===== src/rtl/xmax_pkg.sv =====
// Shared types and helpers for the N-input exclusive-max temporal block.
package xmax_pkg;

   typedef enum logic {XMAX_RISING, XMAX_FALLING} xmax_edge_e;

   localparam int unsigned XMAX_MAX_N = 32;

   typedef struct packed {
      logic [1:0] cnt;
      logic [4:0] idx;
   } xmax_pop_t;

   // Count saturates at 2; idx is the lowest set bit (descending scan lets it win).
   function automatic xmax_pop_t popcount_onehot_idx(input logic [XMAX_MAX_N-1:0] vec);
      xmax_pop_t r;
      r.cnt = 2'd0;
      r.idx = 5'd0;
      for (int i = XMAX_MAX_N - 1; i >= 0; i--) begin
         if (vec[i]) begin
            r.idx = 5'(i);
            if (r.cnt != 2'd2) r.cnt = r.cnt + 2'd1;
         end
      end
      return r;
   endfunction

endpackage


===== src/rtl/tc_edge_detect.sv =====
// Per-channel edge detector; the previous-value register resets to the idle level of the polarity.
module tc_edge_detect
   import xmax_pkg::*;
#(
   parameter xmax_edge_e EDGE_MODE = XMAX_RISING
) (
   input  logic aclk,
   input  logic grst,
   input  logic spk,
   output logic strobe
);

   localparam logic IdleLevel = (EDGE_MODE == XMAX_FALLING);

   logic prev_q;

   always_ff @(posedge aclk or posedge grst) begin
      if (grst) prev_q <= IdleLevel;
      else      prev_q <= spk;
   end

   assign strobe = (EDGE_MODE == XMAX_FALLING) ? (prev_q & ~spk) : (~prev_q & spk);

endmodule


===== src/rtl/xmax_n.sv =====
// N-input exclusive-max: fires once per gamma cycle when the last input arrives alone.
module xmax_n
   import xmax_pkg::*;
#(
   parameter int unsigned N_IN              = 4,
   parameter int unsigned GAMMA_CYCLE_WIDTH = 16,
   parameter int unsigned PULSE_WIDTH       = 8,
   parameter xmax_edge_e  EDGE_MODE         = XMAX_RISING
) (
   input  logic                                 aclk,
   input  logic                                 grst,
   input  logic                                 rst,
   input  logic [N_IN-1:0]                      in_spk,
   output logic                                 q,
   output logic [$clog2(N_IN)-1:0]              win_idx,
   output logic [$clog2(GAMMA_CYCLE_WIDTH)-1:0] win_time,
   output logic                                 tie,
   output logic                                 win_open
);

   localparam int unsigned IW = $clog2(N_IN);
   localparam int unsigned TW = $clog2(GAMMA_CYCLE_WIDTH);
   localparam int unsigned PW = (PULSE_WIDTH > 1) ? $clog2(PULSE_WIDTH) : 1;
   localparam logic [TW-1:0]   TLast  = TW'(GAMMA_CYCLE_WIDTH - 1);
   localparam logic [N_IN-1:0] AllArr = '1;

   logic [N_IN-1:0] edge_s, evt;
   logic [N_IN-1:0] arrived_q, arrived_d;
   logic [TW-1:0]   tcount_q, tcount_d;
   logic [PW-1:0]   pcnt_q, pcnt_d;
   logic            q_d, tie_d, open_d;
   logic [IW-1:0]   idx_d;
   logic [TW-1:0]   time_d;
   xmax_pop_t       pop;
   logic            unused_pop_idx;

   for (genvar g = 0; g < N_IN; g++) begin : g_edge
      tc_edge_detect #(
         .EDGE_MODE(EDGE_MODE)
      ) u_edge (
         .aclk  (aclk),
         .grst  (grst),
         .spk   (in_spk[g]),
         .strobe(edge_s[g])
      );
   end

   // Only first edges of still-missing channels count, and only inside an open window.
   assign evt = edge_s & ~arrived_q & {N_IN{win_open & ~rst}};
   assign pop = popcount_onehot_idx(XMAX_MAX_N'(evt));
   assign unused_pop_idx = ^pop.idx;

   always_comb begin
      arrived_d = arrived_q;
      tcount_d  = tcount_q;
      pcnt_d    = pcnt_q;
      q_d       = q;
      tie_d     = 1'b0;
      open_d    = win_open;
      idx_d     = win_idx;
      time_d    = win_time;

      if (q) begin
         if (pcnt_q == '0) q_d = 1'b0;
         else              pcnt_d = pcnt_q - 1'b1;
      end

      if (rst) begin
         arrived_d = '0;
         tcount_d  = '0;
         open_d    = 1'b1;
         q_d       = 1'b0;
         pcnt_d    = '0;
      end else if (win_open) begin
         arrived_d = arrived_q | evt;
         if (tcount_q != TLast) tcount_d = tcount_q + 1'b1;
         if ((arrived_q | evt) == AllArr) begin
            open_d = 1'b0;
            if (pop.cnt == 2'd1) begin
               q_d    = 1'b1;
               pcnt_d = PW'(PULSE_WIDTH - 1);
               idx_d  = pop.idx[IW-1:0];
               time_d = tcount_q;
            end else if (pop.cnt == 2'd2) begin
               tie_d = 1'b1;
            end
         end else if (tcount_q == TLast) begin
            // Window expired with the set incomplete: null result.
            open_d = 1'b0;
         end
      end
   end

   always_ff @(posedge aclk or posedge grst) begin
      if (grst) begin
         arrived_q <= '0;
         tcount_q  <= '0;
         pcnt_q    <= '0;
         q         <= 1'b0;
         tie       <= 1'b0;
         win_open  <= 1'b0;
         win_idx   <= '0;
         win_time  <= '0;
      end else begin
         arrived_q <= arrived_d;
         tcount_q  <= tcount_d;
         pcnt_q    <= pcnt_d;
         q         <= q_d;
         tie       <= tie_d;
         win_open  <= open_d;
         win_idx   <= idx_d;
         win_time  <= time_d;
      end
   end

endmodule


===== config.mk =====
export PLATFORM = sky130hd
export DESIGN_NAME = xmax_n
export DESIGN_NICKNAME = d
export VERILOG_FILES = /design/src/rtl/xmax_pkg.sv /design/src/rtl/tc_edge_detect.sv /design/src/rtl/xmax_n.sv
export SDC_FILE = /design/constraint.sdc
export NUM_CORES = 1
export LEC_CHECK = 0
export CAP_MARGIN = 20
export CORE_AREA = 8 8 60 62
export CTS_CLUSTER_DIAMETER = 150
export DETAILED_ROUTE_END_ITERATION = 6
export DIE_AREA = 0 0 68 70
export PLACE_DENSITY_LB_ADDON = 0.05
export SETUP_SLACK_MARGIN = 0.1
export SLEW_MARGIN = 30
export SYNTH_ARGS = -nofsm -noshare
export SYNTH_HDL_FRONTEND = slang
export SYNTH_SLANG_ARGS = --single-unit

===== constraint.sdc =====
create_clock -name aclk -period 4.25 [get_ports aclk]
set_input_delay 0.425 -clock aclk [delete_from_list [all_inputs] [get_ports aclk]]
set_output_delay 0.425 -clock aclk [all_outputs]
set_load 0.05 [all_outputs]

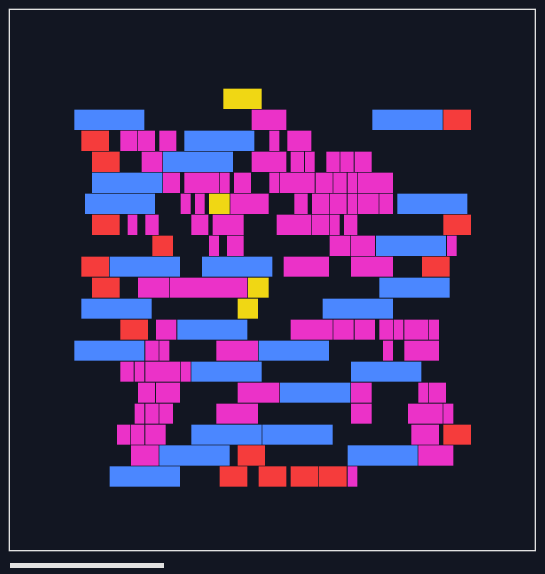
Fig. 1. Placed cells, one color a class.
Bar = 20 um.
magenta -> all other logic  # cells 86, share of their area 45%
blue -> flip-flops  # cells 24, share of their area 42%
red -> other buffers and delay cells  # cells 16, share of their area 11%
yellow -> clock drivers and dummy loads  # cells 4, share of their area 2.5%
fraction of standard cell area that is sequential: 0.405
fraction of the core area covered by cells at the end of the flow: 0.556
number of placement rows: 19
Final Cell Area: 1480 sq um

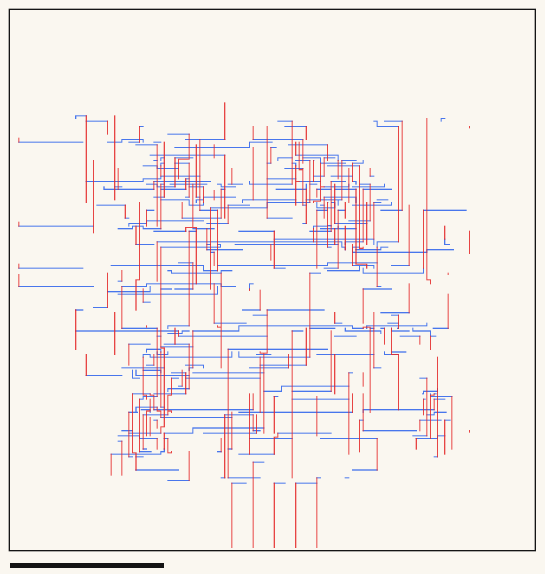
Fig. 2. Signal wires by layer.
Bar = 20 um. Only two layers are drawn.
blue -> met1  # wire length 1050 um
red -> met2  # wire length 948 um
WL/cell: 13.2 um
overall track demand over capacity in global routing: 0.101
wire length reported by the detailed router: 2.13 mm
vias after detailed routing: 866

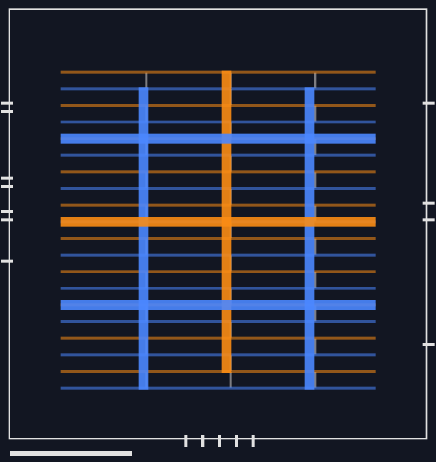
Fig. 3. Floorplan with the power grid.
Bar = 20 um. Pins as bars on the die edge. Tap cells in gray.
blue -> VSS
orange -> VDD
signal pins = 16
met1 rails = 20
area of the core: 2660 sq um
floorplan die width: 68 um
worst IR drop on VDD: 0.200 mV
vertical die size: 70 um

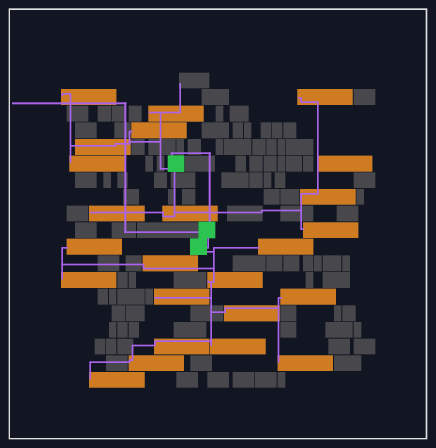
Fig. 4. Clock distribution.
purple -> clock wires  # length 317 um
green -> cells driving clock nets  # count 3
orange -> flip-flops  # count 24
routed clock nets = 4
Clock net power: 121 uW
clock network latency to the later pin of the worst-skew pair: 310 ps
Clock Power Share: 0.294
worst-case clock skew: 1.74 ps

==> notes.md <==
Physical design

The first global-routing pass estimated 3.86 mm of wire. The total power divided by cell area stands at 278 nW/um^2. In the final layout, the clock buffer count is 4.

The clock drives 24 sinks. The floorplan report gives the top-level pin count as 16. The power report puts the leakage power at 0.000677 uW. Using the TritonRoute via totals, the vias-per-cell ratio works out to 5.38. The gate-level netlist out of Yosys references 36 unique cell types.

The share of cells above drive strength 1 stands at 0.123. Looking at the max-slew report, the worst-margin pin has a slew of 499 ps. The register share after synthesis stands at 0.477.

The number of hold buffers added after CTS was 0. The detailed placer reported the number of placed instances as 157. The fraction of area in clock buffers and inverters stands at 0.0245. Once synthesis finished, the tally of register bits stood at 24.

Setup repair after global routing left no endpoint under its margin. There are 24 flip-flops and latches. The largest cell class by area is combinational gates.

The placed instances occupy a cell area of 1450 sq um. The run finished with clean final reports. The number of port buffers stands at 15. The proportion of netlist area held by the largest area contributor stands at 0.477. 0 antenna diodes ended up in the layout.

Hold timing on the final database bottoms out at a slack of 432 ps. The post-synthesis cell count stands at 112. The layout has 236 filler cells. The flow inserted 31 tap cells. Before any placement, the netlist area is recorded as 1260 sq um. In the final report, the number of endpoints failing setup comes to 0. The worst setup path is of the primary input to flop kind. From synthesis to final layout, the design area changed by 17.6%.

After layout, the design draws a total of 412 uW. In the final layout, flip-flops and latches occupy 601 sq um. 77 cells are multi-input combinational gates.

Per the layout area report, the combinational fraction of cell area is 0.415. TritonCTS built the clock tree. The buffer levels on the longest clock path stands at 2. Per the final timing report, the hold violations number 0. The mean post-synth cell area stands at 11.2 sq um. The pin count of the biggest net entering global routing stands at 25. The highest achievable clock rate stands at 286 MHz. For this design, Yosys synthesis ends with a cell count of 112.

Nets still carrying antenna violations after routing amount to 0. For this block, the initial DRC count from the detailed router was 33.
report_power, final:
group	internal (uW)	switching, uW
Combinational	22.2	26.9
Sequential	236	6.28
Clock	52.3	68.8
Total	310	102
cell usage in the layout, fill, tap and decap left out, drive strengths merged:
cell type / netlist / final
nor2b: 4 / 4
nand3b: 1 / 1
nand3: 2 / 2
a31oi: 2 / 2
nor4b: 1 / 1
and4b: 1 / 1
xnor2: 1 / 1
nor2: 9 / 9
xor2: 1 / 1
ha: 9 / 9
mux2: 5 / 5
nor3: 5 / 5
nor4: 1 / 1
clkdlybuf4s50: 0 / 15
and4bb: 1 / 1
nand4bb: 2 / 2
nor3b: 1 / 1
nand2b: 3 / 3
or4: 1 / 1
nand4: 1 / 1
or3: 2 / 2
a211oi: 1 / 1
clkbuf: 1 / 4
o32ai: 1 / 1
o21ai: 3 / 3
nand2: 4 / 4
or2: 1 / 1
o21bai: 6 / 6
mux2i: 1 / 1
dfrtp: 24 / 24
and2: 1 / 1
inv: 9 / 9
a21oi: 6 / 6
buf: 1 / 1
worst reg2reg max path: cells and delay by family, from the launching register on:
kind / cells / cell delay, ps
multiplexers: 1 / 340
adder cells (fa/ha/maj): 2 / 490
buffers and inverters: 1 / 100
AND/OR/NAND/NOR: 6 / 1710
AND-OR/OR-AND: 1 / 100
flip-flops: 1 / 600
path summary, 6_finish.rpt:
path                                         start                      end  slack [ps]  cells after the start
max                                            rst  win_time[0]$_DFFE_PP0P_         750                     12
min                                           grst              q$_DFF_PP0_         430                      2
max reg2reg                     win_open$_DFF_PP0_  win_time[0]$_DFFE_PP0P_         810                     11
min reg2reg                win_time[2]$_DFFE_PP0P_  win_time[2]$_DFFE_PP0P_         540                      1
max in group asynchronous                     grst  tcount_q[1]$_DFFE_PP0P_        3490                      2
min in group aclk          win_time[2]$_DFFE_PP0P_  win_time[2]$_DFFE_PP0P_         540                      1
cells in the mapped netlist (all sizes together):
cell type / n
or3: 2
mux2i: 1
nand4bb: 2
nor3b: 1
xnor2: 1
buf: 1
dfrtp: 24
o21ai: 3
clkbuf: 1
nor2: 9
nor4b: 1
a21oi: 6
nand3: 2
nor4: 1
inv: 9
nand2b: 3
o21bai: 6
a31oi: 2
o32ai: 1
nor3: 5
nand3b: 1
a211oi: 1
and4b: 1
and4bb: 1
or2: 1
ha: 9
xor2: 1
nand4: 1
or4: 1
and2: 1
mux2: 5
nor2b: 4
nand2: 4
metal layers:
layer	vias up	share of wire	wire, um
li1	431	-	-
met2	13	0.44	948
met3	4	0.048	102
met1	418	0.49	1050
met5	-	0	0
met4	0	0.016	34
flip-flops by register name (all words and copies together), names as in the netlist:
register and cells:
win_time 4, q 1, win_open 1, tie 1, g_edge.u_edge.prev_q 4, win_idx 2, pcnt_q 3, tcount_q 4
arrived_q 4
logic make-up (layout without fill, tap and decap cells):
kind of cell             count (synthesis)  after routing  synth area share
flip-flops                              24             24             0.477
buffers and inverters                   11             29            0.0357
AND-OR/OR-AND                           19             19            0.0943
XOR/XNOR                                 2              2            0.0139
adder cells (fa/ha/maj)                  9              9            0.0894
AND/OR/NAND/NOR                         41             41             0.222
multiplexers                             6              6            0.0675
Power and IR drop assume default switching activity.
